[src/rtl/scr_stack_ctrl.sv]
// scr_stack_ctrl -- command sequencer in front of the scratch RAM (ScrRam).
// Owns the stack pointer and turns LD/ST/PUSH/POP/SP_LD/SP_RD commands into
// one-cycle RAM accesses. Every command takes three cycles: the accept edge,
// one ACCESS cycle, and one RESP cycle.
//
// Optional feature: define STACK_GUARD_EN to add an occupancy counter that
// rejects PUSH on a full stack and POP on an empty stack (rsp_err=1).
//
// Ports:
//   clk, rst_n            clock, asynchronous active-low reset
//   cmd_valid/cmd_ready   command handshake (ready only in IDLE)
//   cmd_op                0 LD, 1 ST, 2 PUSH, 3 POP, 4 SP_LD, 5 SP_RD, 6/7 illegal
//   cmd_addr, cmd_data    direct address / new SP, write data
//   rsp_valid             one-cycle completion pulse
//   rsp_data, rsp_err     response payload, held until the next response
//   sp_out                current stack pointer
//   scr_addr/scr_din/scr_wr/scr_dout   ScrRam port (asynchronous read)
module scr_stack_ctrl #(
  parameter int AW       = 8,
  parameter int DW       = 10,
  parameter int SP_RESET = 0
) (
  input  logic          clk,
  input  logic          rst_n,
  input  logic          cmd_valid,
  output logic          cmd_ready,
  input  logic [2:0]    cmd_op,
  input  logic [AW-1:0] cmd_addr,
  input  logic [DW-1:0] cmd_data,
  output logic          rsp_valid,
  output logic [DW-1:0] rsp_data,
  output logic          rsp_err,
  output logic [AW-1:0] sp_out,
  output logic [AW-1:0] scr_addr,
  output logic [DW-1:0] scr_din,
  output logic          scr_wr,
  input  logic [DW-1:0] scr_dout
);

  typedef enum logic [1:0] {S_IDLE, S_ACCESS, S_RESP} state_t;
  typedef enum logic [2:0] {
    OP_LD    = 3'd0,
    OP_ST    = 3'd1,
    OP_PUSH  = 3'd2,
    OP_POP   = 3'd3,
    OP_SP_LD = 3'd4,
    OP_SP_RD = 3'd5
  } op_t;

  state_t        r_state, w_next;
  logic [2:0]    r_op;
  logic          r_rej;
  logic [AW-1:0] r_sp;
  logic [AW-1:0] r_addr;
  logic [DW-1:0] r_din;
  logic          r_wr;
  logic [DW-1:0] r_rsp_data;
  logic          r_rsp_err;

  logic          w_accept;
  logic          w_push_ok;
  logic          w_pop_ok;
  logic [AW-1:0] w_sp_dec;
  logic [AW-1:0] w_sp_inc;
  logic [DW-1:0] w_sp_ext;

  assign w_accept = cmd_valid && (r_state == S_IDLE);
  assign w_sp_dec = r_sp - AW'(1);
  assign w_sp_inc = r_sp + AW'(1);
  // SP_RD never moves SP, so SP during ACCESS equals SP at accept.
  assign w_sp_ext = DW'(r_sp);

`ifdef STACK_GUARD_EN
  logic [AW:0] r_occ;

  assign w_push_ok = (r_occ != {1'b1, {AW{1'b0}}});
  assign w_pop_ok  = (r_occ != '0);

  always_ff @(posedge clk or negedge rst_n) begin
    if (!rst_n) begin
      r_occ <= '0;
    end else if (w_accept) begin
      if (cmd_op == OP_SP_LD)                 r_occ <= '0;
      else if (cmd_op == OP_PUSH && w_push_ok) r_occ <= r_occ + (AW+1)'(1);
      else if (cmd_op == OP_POP && w_pop_ok)   r_occ <= r_occ - (AW+1)'(1);
    end
  end
`else
  assign w_push_ok = 1'b1;
  assign w_pop_ok  = 1'b1;
`endif

  always_ff @(posedge clk or negedge rst_n) begin
    if (!rst_n) r_state <= S_IDLE;
    else        r_state <= w_next;
  end

  always_comb begin
    w_next    = r_state;
    cmd_ready = 1'b0;
    rsp_valid = 1'b0;
    case (r_state)
      S_IDLE: begin
        cmd_ready = 1'b1;
        if (cmd_valid) w_next = S_ACCESS;
      end
      S_ACCESS: w_next = S_RESP;
      S_RESP: begin
        rsp_valid = 1'b1;
        w_next    = S_IDLE;
      end
      default: w_next = S_IDLE;
    endcase
  end

  always_ff @(posedge clk or negedge rst_n) begin
    if (!rst_n) begin
      r_op       <= '0;
      r_rej      <= 1'b0;
      r_sp       <= AW'(SP_RESET);
      r_addr     <= '0;
      r_din      <= '0;
      r_wr       <= 1'b0;
      r_rsp_data <= '0;
      r_rsp_err  <= 1'b0;
    end else if (w_accept) begin
      r_op  <= cmd_op;
      r_rej <= 1'b0;
      case (cmd_op)
        OP_LD: r_addr <= cmd_addr;
        OP_ST: begin
          r_addr <= cmd_addr;
          r_din  <= cmd_data;
          r_wr   <= 1'b1;
        end
        OP_PUSH: begin
          if (w_push_ok) begin
            r_addr <= w_sp_dec;
            r_din  <= cmd_data;
            r_wr   <= 1'b1;
            r_sp   <= w_sp_dec;
          end else begin
            r_rej <= 1'b1;
          end
        end
        OP_POP: begin
          if (w_pop_ok) begin
            r_addr <= r_sp;
            r_sp   <= w_sp_inc;
          end else begin
            r_rej <= 1'b1;
          end
        end
        OP_SP_LD: r_sp <= cmd_addr;
        OP_SP_RD: ;
        default:  r_rej <= 1'b1;
      endcase
    end else if (r_state == S_ACCESS) begin
      r_wr      <= 1'b0;
      r_rsp_err <= r_rej;
      case (r_op)
        OP_LD:    r_rsp_data <= scr_dout;
        OP_POP:   r_rsp_data <= r_rej ? '0 : scr_dout;
        OP_SP_RD: r_rsp_data <= w_sp_ext;
        default:  r_rsp_data <= '0;
      endcase
    end
  end

  assign sp_out   = r_sp;
  assign scr_addr = r_addr;
  assign scr_din  = r_din;
  assign scr_wr   = r_wr;
  assign rsp_data = r_rsp_data;
  assign rsp_err  = r_rsp_err;

endmodule

[config.mk]
export PLATFORM = sky130hd
export DESIGN_NAME = scr_stack_ctrl
export DESIGN_NICKNAME = d
export VERILOG_FILES = /design/src/rtl/scr_stack_ctrl.sv
export SDC_FILE = /design/constraint.sdc
export NUM_CORES = 1
export LEC_CHECK = 0
export ABC_AREA = 1
export CORE_AREA = 8 8 96 72
export CTS_CLUSTER_SIZE = 14
export DETAILED_ROUTE_END_ITERATION = 8
export DIE_AREA = 0 0 104 80
export PLACE_DENSITY = 0.76
export SETUP_SLACK_MARGIN = 0.3
export SYNTH_ARGS = -nofsm -noshare
export SYNTH_HDL_FRONTEND = slang
export SYNTH_SLANG_ARGS = --single-unit
[constraint.sdc]
create_clock -name clk -period 2.4 [get_ports clk]
set_input_delay 0.36 -clock clk [delete_from_list [all_inputs] [get_ports clk]]
set_output_delay 0.36 -clock clk [all_outputs]
set_load 0.02 [all_outputs]
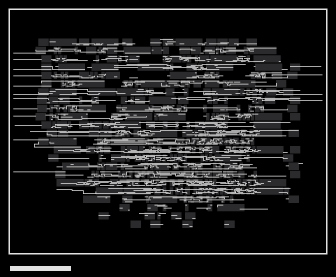
(met1 routing)
The bar under the picture is 20 µm long. Cells faint in the background.
The longest straight run is 35.0 µm. The layer carries 3,050 µm of wire. The wires run mostly horizontal. The layer holds 44% of the routed length.
sum of routed wire length over all layers: 6890 µm
met1 track demand over resource: 22.5%
DR vias: 2,347

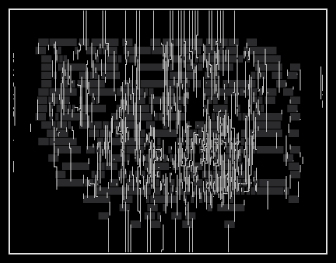
(the metal 2 layer)
Cells faint in the background.
The layer holds 42% of the routed length. The longest straight run is 30.1 µm.

==> run summary <==
Implementation numbers.

- The worst path required time reads 2.04 ns.
- The met1 wire length is 3050 µm.
- Counting endpoints that fail hold in the final report gives 18.
- The startpoint of the most critical setup path reads sp_out[3].
- For this block, the initial DRC count from the detailed router was 200.
- The total die size reads 8320 µm².
- The relative area of non-clock buffer cells in the final design is 22.7%.
- The buffer count excluding the clock tree in the final layout reads 75.
- The largest stage delay on the critical path is 0.68 ns.
- The flow ran to the end, but the final reports show violations.
- The finished layout holds 463 standard cells, fillers aside.
- After Yosys synthesis, XOR and XNOR cells account for 1.12% of the synthesized area.
- In the post-synthesis netlist, the biggest area contributors are sky130_fd_sc_hd__dfrtp_1 47%, sky130_fd_sc_hd__nand2_1 17%, sky130_fd_sc_hd__nand3_1 4.5%, sky130_fd_sc_hd__nor2_1 4.3%, sky130_fd_sc_hd__inv_1 3.5%.
- The switching share of power reads 42.0%.
- The layout sequential cell count reads 44.
- Post-CTS timing repair inserted 0 buffers for setup.
- The post-detailed-route wirelength per cell reads 14.9 µm.
- The overall global routing resource usage reads 16.7%.
- The via count of the first global-routing pass came to 2,165.
- Per the cell usage report, the commonest logic cells after layout are 104 x sky130_fd_sc_hd__nand2_1, 72 x sky130_fd_sc_hd__clkdlybuf4s50_1, 44 x sky130_fd_sc_hd__dfrtp_1, 27 x sky130_fd_sc_hd__nor2_1, 22 x sky130_fd_sc_hd__inv_1.
- The summed negative setup slack over all endpoints reads 0 ns.
- The stage-log warning count reads 27.
- The area reported by Yosys stat is 2350 µm².
- The worst hold slack after final layout reads -0.00944 ns.
- The final-report setup violation count reads 0.
- The slew at the pin with the worst max-slew slack is 0.614 ns.
- Per the synthesis report, the simple-gate share of the synthesized area is 32.4%.
- The OpenROAD report gives the critical path a data arrival time of 1.55 ns.
- The kind of critical path is flop to output pin.
- The final reports fail on hold timing.
- The sequential share of the synthesized area reads 46.8%.
- The row count reads 23.
- The relative slew slack is 59.0%.
- The placement report lists the number of port buffers as 73.
- Traced cell by cell, the critical path runs through clkdlybuf4s50_1.
- The number of slew-limit violations in the final report is 0.
Power and IR drop assume default switching activity.
